[src/rtl/cisr_row_decoder.sv]
// cisr_row_decoder: tags value/index beats with CISR-order row ids from per-lane row-length FIFOs.
// Optional `define CISR_DECODER_STATS_EN adds beat/row/stall counters.
module cisr_row_decoder #(
  parameter int NUM_CHANNELS = 4,
  parameter int VAL_W = 32,
  parameter int IDX_W = 32,
  parameter int LEN_W = 16,
  parameter int ROW_W = 32,
  parameter int FIFO_DEPTH = 4,
  parameter int MAX_ROWS = 4096
) (
  input  logic clk,
  input  logic rst,
  input  logic rl_valid,
  output logic rl_ready,
  input  logic [NUM_CHANNELS*LEN_W-1:0] rl_data,
  input  logic rl_last,
  input  logic vi_valid,
  output logic vi_ready,
  input  logic [NUM_CHANNELS*VAL_W-1:0] vi_values,
  input  logic [NUM_CHANNELS*IDX_W-1:0] vi_col_idx,
  output logic out_valid,
  input  logic out_ready,
  output logic [NUM_CHANNELS*VAL_W-1:0] out_values,
  output logic [NUM_CHANNELS*IDX_W-1:0] out_col_id,
  output logic [NUM_CHANNELS*ROW_W-1:0] out_row_id,
  output logic [NUM_CHANNELS-1:0] out_lane_vld,
  output logic matrix_done,
  output logic err_extra,
  output logic err_row_ovf
`ifdef CISR_DECODER_STATS_EN
  ,
  output logic [31:0] stat_beats,
  output logic [31:0] stat_rows,
  output logic [31:0] stat_stall
`endif
);
  localparam int N = NUM_CHANNELS;
  localparam int AW = $clog2(FIFO_DEPTH);
  typedef logic [ROW_W:0] rid_t;
  localparam rid_t MAXR = rid_t'(MAX_ROWS);
  typedef enum logic [1:0] {LOAD, RUN, DONE} lane_t;
  lane_t st [N];
  lane_t st_nx [N];
  logic [LEN_W-1:0] mem [N][FIFO_DEPTH];
  logic [AW-1:0] wp [N];
  logic [AW-1:0] rp [N];
  logic [AW:0] cnt [N];
  logic [LEN_W-1:0] rem [N];
  logic [LEN_W-1:0] head [N];
  logic [ROW_W-1:0] row_id [N];
  rid_t alloc [N];
  rid_t alloc_end;
  logic [ROW_W-1:0] next_row_id;
  logic [N-1:0] pop, can_push, is_load, is_done, req_ovf;
  logic last_seen, push, accept, all_done, mdone;
  // ids are handed out in ascending lane order among lanes popping this cycle
  always_comb begin
    alloc_end = rid_t'(next_row_id);
    for (int c = 0; c < N; c++) begin
      head[c] = mem[c][rp[c]];
      is_load[c] = st[c] == LOAD;
      is_done[c] = st[c] == DONE;
      pop[c] = is_load[c] && cnt[c] != '0;
      can_push[c] = cnt[c] != (AW+1)'(FIFO_DEPTH) || pop[c];
      alloc[c] = alloc_end;
      req_ovf[c] = pop[c] && alloc_end >= MAXR;
      alloc_end = alloc_end + rid_t'(pop[c]);
    end
  end
  assign all_done = &is_done;
  assign push = rl_valid && rl_ready;
  assign rl_ready = &can_push;
  assign vi_ready = !(|is_load) && (!out_valid || out_ready) && !all_done;
  assign accept = vi_valid && vi_ready;
  assign mdone = all_done && !out_valid;
  assign matrix_done = mdone;
  always_comb
    for (int c = 0; c < N; c++)
      st_nx[c] = mdone ? LOAD :
                 st[c] == LOAD ? (pop[c] ? (head[c] != '0 ? RUN : LOAD) : (last_seen ? DONE : LOAD)) :
                 st[c] == RUN ? (accept && rem[c] == LEN_W'(1) ? LOAD : RUN) : DONE;
  always_ff @(posedge clk or posedge rst)
    if (rst) for (int c = 0; c < N; c++) st[c] <= LOAD;
    else st <= st_nx;
  always_ff @(posedge clk or posedge rst)
    if (rst) begin
      for (int c = 0; c < N; c++) begin
        wp[c] <= '0;
        rp[c] <= '0;
        cnt[c] <= '0;
        rem[c] <= '0;
        row_id[c] <= '0;
      end
      next_row_id <= '0;
      last_seen <= 1'b0;
    end else begin
      for (int c = 0; c < N; c++) begin
        if (push) wp[c] <= wp[c] + 1'b1;
        if (pop[c]) begin
          rp[c] <= rp[c] + 1'b1;
          rem[c] <= head[c];
          row_id[c] <= alloc[c] >= MAXR ? ROW_W'(MAX_ROWS - 1) : alloc[c][ROW_W-1:0];
        end else if (st[c] == RUN && accept && rem[c] != LEN_W'(1))
          rem[c] <= rem[c] - 1'b1;
        cnt[c] <= cnt[c] + (AW+1)'(push) - (AW+1)'(pop[c]);
      end
      next_row_id <= mdone ? '0 : alloc_end >= MAXR ? ROW_W'(MAX_ROWS) : alloc_end[ROW_W-1:0];
      last_seen <= !mdone && (last_seen || (push && rl_last));
    end
  always_ff @(posedge clk)
    if (push)
      for (int c = 0; c < N; c++) mem[c][wp[c]] <= rl_data[c*LEN_W +: LEN_W];
  always_ff @(posedge clk or posedge rst)
    if (rst) begin
      out_valid <= 1'b0;
      out_values <= '0;
      out_col_id <= '0;
      out_row_id <= '0;
      out_lane_vld <= '0;
    end else if (accept) begin
      out_valid <= 1'b1;
      out_values <= vi_values;
      out_col_id <= vi_col_idx;
      for (int c = 0; c < N; c++) begin
        out_lane_vld[c] <= !is_done[c];
        out_row_id[c*ROW_W +: ROW_W] <= is_done[c] ? '0 : row_id[c];
      end
    end else if (out_ready) out_valid <= 1'b0;
  always_ff @(posedge clk or posedge rst)
    if (rst) begin
      err_extra <= 1'b0;
      err_row_ovf <= 1'b0;
    end else begin
      err_extra <= err_extra || (vi_valid && all_done && !mdone);
      err_row_ovf <= err_row_ovf || (|req_ovf);
    end
`ifdef CISR_DECODER_STATS_EN
  always_ff @(posedge clk or posedge rst)
    if (rst) begin
      stat_beats <= '0;
      stat_rows <= '0;
      stat_stall <= '0;
    end else begin
      stat_beats <= stat_beats + 32'(accept);
      stat_rows <= stat_rows + 32'($countones(pop));
      stat_stall <= stat_stall + 32'(vi_valid && !vi_ready);
    end
`endif
endmodule
[config.mk]
export PLATFORM = sky130hd
export DESIGN_NAME = cisr_row_decoder
export DESIGN_NICKNAME = d
export VERILOG_FILES = /design/src/rtl/cisr_row_decoder.sv
export SDC_FILE = /design/constraint.sdc
export NUM_CORES = 2
export LEC_CHECK = 0
export CORE_ASPECT_RATIO = 1.1
export CORE_MARGIN = 10
export CORE_UTILIZATION = 30
export CTS_BUF_LIST = sky130_fd_sc_hd__clkbuf_2 sky130_fd_sc_hd__clkbuf_4 sky130_fd_sc_hd__clkbuf_8
export DETAILED_ROUTE_END_ITERATION = 10
export MAX_ROUTING_LAYER = met4
export PLACE_DENSITY = 0.5
export SETUP_SLACK_MARGIN = 0.02
export SLEW_MARGIN = 20
export SYNTH_ARGS = -nofsm -noshare
export SYNTH_HDL_FRONTEND = slang
export SYNTH_SLANG_ARGS = --single-unit
[constraint.sdc]
create_clock -name clk -period 38 [get_ports clk]
set_input_delay 9.5 -clock clk [delete_from_list [all_inputs] [get_ports clk]]
set_output_delay 9.5 -clock clk [all_outputs]
set_load 0.01 [all_outputs]
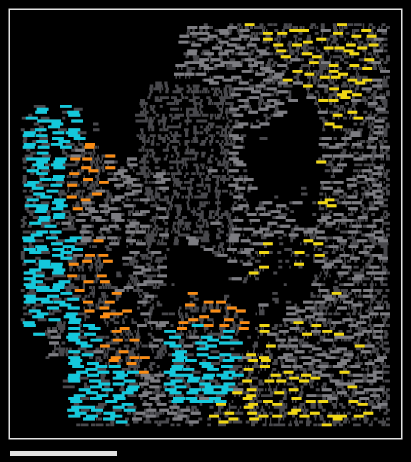
*Sequential cells grouped by signal name*
Bar = 100 um. Other sequential cells in the stronger gray, the rest of the logic in the fainter gray.
- mem: cyan (placed flops 256)
- out_values: yellow (placed flops 128)
- rem: orange (placed flops 64)

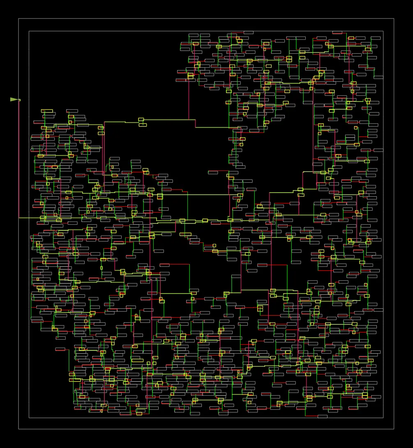
*Clock wiring as the flow saved it*
sinks on the clock net: 908
power dissipated in the clock network: 969 uW
CTS buffer count: 161
FF+latch count: 908

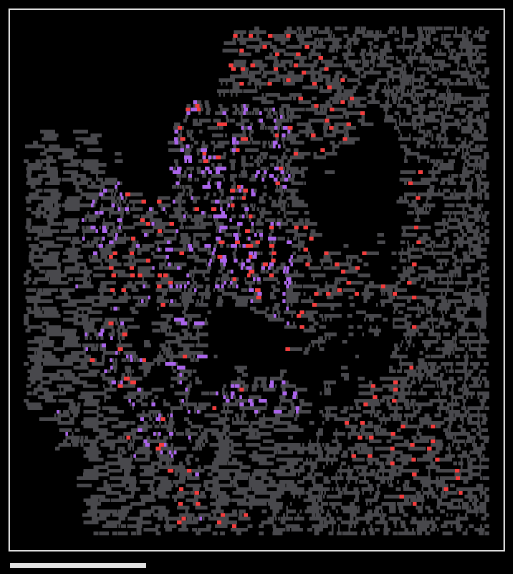
*Logic cells by family*
Bar = 100 um.
- aoi and oai cells: purple (cells 289)
- non-inverting ao/oa cells: red (cells 193)

==> datasheet_impl.txt <==
Table: implementation figures

Parameter                              Value

Power and ir drop
  Pwr per Cell Area .................. 49.4 mW/mm2
  Sequential group power .................. 1.18 mW
  Switching power total .................. 712 uW
  Proportion of power drawn by flip-flops and latches .................. 0.464
  Peak VDD IR .................. 31.7 uV
  Clock group share of total power .................. 0.380
  Portion of total power attributed to combinational logic .................. 0.157
  Overall power .................. 2.55 mW
  Static power due to leakage .................. 21.6 nW
  Fraction of power spent switching nets .................. 0.279
  Combinational power .................. 400 uW

Die
  Floorplan die area .................. 0.145 mm2
  Floorplan die width .................. 364 um
  # rows .................. 138
  Floorplan core density .................. 0.303
  Vert. Die Dim .................. 398 um
  Boundary Pins .................. 720

CTS
  Post-CTS repair timing setup buffer count .................. 0
  Clock tree from TritonCTS .................. yes
  Cts hold-fix bufs .................. 0
  Maximum level of the CTS H-tree .................. 4
  Number of cells upsized or downsized after cts .................. 0
  Insertion Delay late pin .................. 890 ps
  Clock Path Buffers .................. 3

Route
  Detailed-routing iteration count for the pre-antenna-repair pass .................. 5
  Initial drt markers .................. 2198
  Vias after detailed routing .................. 29600
  Overall routed net length .................. 141 mm
  DRC violations left .................. 0
  Post-detailed-route count of antenna-violating nets .................. 0
  Average vias per placed instance .................. 4.91

Timing
  Total setup violations reported at the end of the flow .................. 0
  Final tally of hold violations .................. 0
  Largest clock skew in the final design .................. 44.8 ps
  Headroom to the max-slew limit .................. 0.286
  Fraction of the cycle the final worst path needs .................. 0.552
  FMAX .................. 0.0476 GHz
  Final Worst Setup Slack .................. 17010 ps

Logic synthesis
  Mean post-synth cell area .................. 11.4 um2
  Number of distinct library cells after synthesis .................. 102
  Post-synth seq share .................. 0.614
  Synth warnings .................. 0
  Synthesized instance count .................. 3441
  Area of the mapped netlist .................. 0.0391 mm2
  Number of synthesized register bits .................. 908
  Yosys cell count .................. 3441
  Yosys stat chip area .................. 0.0391 mm2
  Async set-or-reset flop fraction in the synthesized netlist .................. 0.718
  Post-synth top flop .................. dfrtp_1
  Flip-flops with a built-in enable .................. 256

Setup path
  Kind of critical path .................. input port to primary output
  Cell type with the highest occurrence count on the critical path .................. clkdlybuf4s50_1
  WP data arrival .................. 11490 ps
  Standard cell with the maximum stage delay on the critical path .................. clkdlybuf4s50_1
  Buffering stage count on the worst path with inverters included .................. 2
  Worst setup path start .................. out_ready
  Top delay family on crit path .................. buffers and inverters
  Highest fanout seen on the critical path .................. 3
  List of cells traversed by the critical path .................. clkdlybuf4s50_1 > nand2b_1 > o21ai_0 > nor4_1 > clkdlybuf4s50_1
  Startpoint of the lowest-slack register-to-register path .................. st[6]$_DFF_PP0_
  Critical Path Start Type .................. input port
  Required time reported for the critical path endpoint .................. 28500 ps
  Largest stage delay, worst path .................. 680 ps

Global route
  Maximum number of pins on one net before global-route repair .................. 175
  First-pass GRT wire length .................. 206 mm
  GRT Residual Overflow .................. 0
  Number of antenna violations at the first check in global routing .................. 59
  Vias in the first global route .................. 29500
  Total global-route track usage .................. 0.195

Min path
  Beginning of the worst hold path .................. row_id[112]$_DFFE_PP0N_
  Classification of the worst-slack hold path .................. register to register

Placed design
  Pre-CTS setup slack .................. 17030 ps
  RePlAce Congestion .................. 0.897

Layout
  Fraction of layout cells with a size suffix above 1 .................. 0.106
  Final core utilization .................. 0.401
  Area growth from synthesis to final layout .................. 32.2%

Job
  Number of warnings in the stage logs .................. 52
  Max-cap violations .................. 0

Run status
  Run status .................. complete, no violations
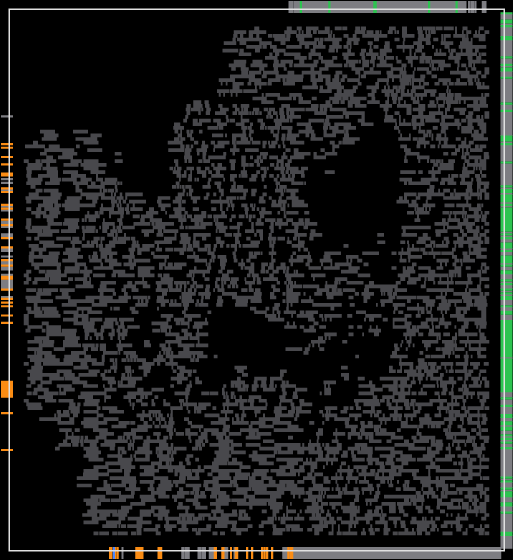
*Pin placement*
Pins as bars across the die edge, other pins in gray.
- rl_ready: blue (pins 1; direction output; edge bottom)
- out_col_id: green (pins 128; direction output; edge 122 right, 6 top)
- rl_data: orange (pins 64; direction input; edge 35 left, 29 bottom)

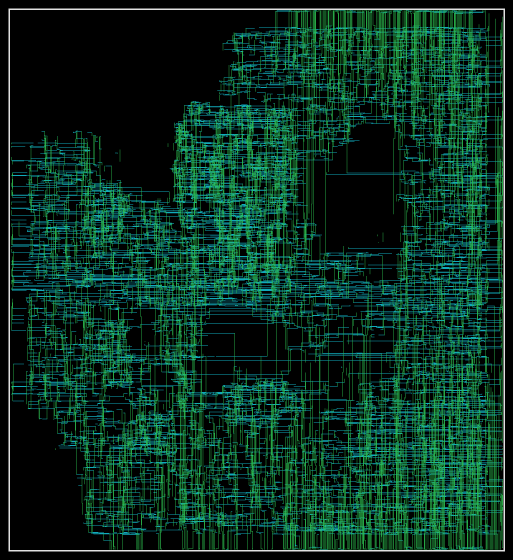
*Signal wires by layer*
Two of the layers only.
- M1: cyan (wire length 56.8 mm)
- M2: green (wire length 69.9 mm)

## worst paths after layout
path | slack (ps) | depth (start not counted) | end
max | 17010 | 5 | vi_ready
min | 460 | 1 | out_row_id[16]$_DFFE_PP0P_
max reg2reg | 30120 | 20 | next_row_id[0]$_DFF_PP0_
min reg2reg | 460 | 1 | out_row_id[16]$_DFFE_PP0P_
max in group asynchronous | 25710 | 5 | row_id[86]$_DFFE_PP0P_
min in group asynchronous | 9160 | 2 | out_col_id[32]$_DFFE_PP0P_
## stage by stage
step           instance area, um2  cells  hold WS, ps
5_1_grt                     51600   6018          481
2_1_floorplan               39100   3459          440
3_3_place_gp                48100   5716          452
6_report                    51700   6025          458
4_1_cts                     51600   6005          460
3_5_place_dp                48200   5717          458
## layer usage
metal	wire (um)	up-vias	part of all wire	GRT usage
met1	56800	14600	0.40	0.228
met4	4630	0	0.033	0.0631
met5	0	-	0	-
met3	9840	266	0.070	0.0495
li1	-	13700	-	-
met2	69900	956	0.50	0.328
## cells by family after synthesis
| family | Yosys count | share of synthesized area |
|---|---|---|
| AOI/OAI and AO/OA | 482 | 0.0926 |
| xor gates and xnor gates | 132 | 0.0308 |
| adders and majority gates | 44 | 0.0149 |
| buffers and inverters | 237 | 0.0241 |
| DFF | 908 | 0.614 |
| muxes | 67 | 0.0378 |
| other | 1 | 0.0000960 |
| and+or+nand+nor | 1570 | 0.185 |
## final cells by class
| class | instances | area, um2 |
|---|---|---|
| fill | 12600 | 77300 |
| sequential | 908 | 24000 |
| multi-input combinational | 2314 | 14300 |
| timing repair buffer | 762 | 7570 |
| clock buffer | 249 | 3030 |
| tap | 1680 | 2100 |
| clock inverter | 39 | 388 |
| inverter | 54 | 210 |
| antenna | 19 | 47.5 |
## placed cells by master, fill, tap and decap left out, drive strengths merged, types with 21 or more instances in the layout
cell	count
a21oi	55
a22o	129
a31oi	21
and2	98
and3	38
buf	43
clkbuf	249
clkdlybuf4s50	719
clkinv	23
dfrtp	652
edfxtp	256
ha	40
inv	64
mux4	64
nand2	946
nand3	84
nand4	39
nor2	135
nor3	73
nor4	62
o211ai	28
o21ai	85
xnor2	95
xor2	36
## sequential cells by signal, summed over array words and instances (netlist names)
register and cells:
wp 8, row_id 128, out_col_id 128, out_row_id 128, out_valid 1, err_extra 1, err_row_ovf 1, out_values 128
rp 8, out_lane_vld 4, rem 64, mem 256, st 8, last_seen 1, cnt 12, next_row_id 32
## synthesized netlist by cell type (18+ instances only)
master	count	share of area
nor2_1	135	0.013
clkbuf_1	156	0.015
buf_2	18	0.0023
nand2_1	945	0.091
inv_1	52	0.0050
a21oi_1	54	0.0069
o21ai_0	80	0.010
a22o_1	129	0.029
a31oi_1	21	0.0034
mux4_2	64	0.037
ha_1	40	0.013
xor2_1	35	0.0078
o211ai_1	26	0.0050
nand3_1	83	0.011
and3_1	38	0.0061
dfrtp_1	652	0.42
xnor2_1	93	0.021
nand4_1	38	0.0061
edfxtp_1	256	0.20
nor4_1	52	0.0083
nor3_1	62	0.0079
and2_1	96	0.015
Power is estimated from default activity; no workload was simulated.
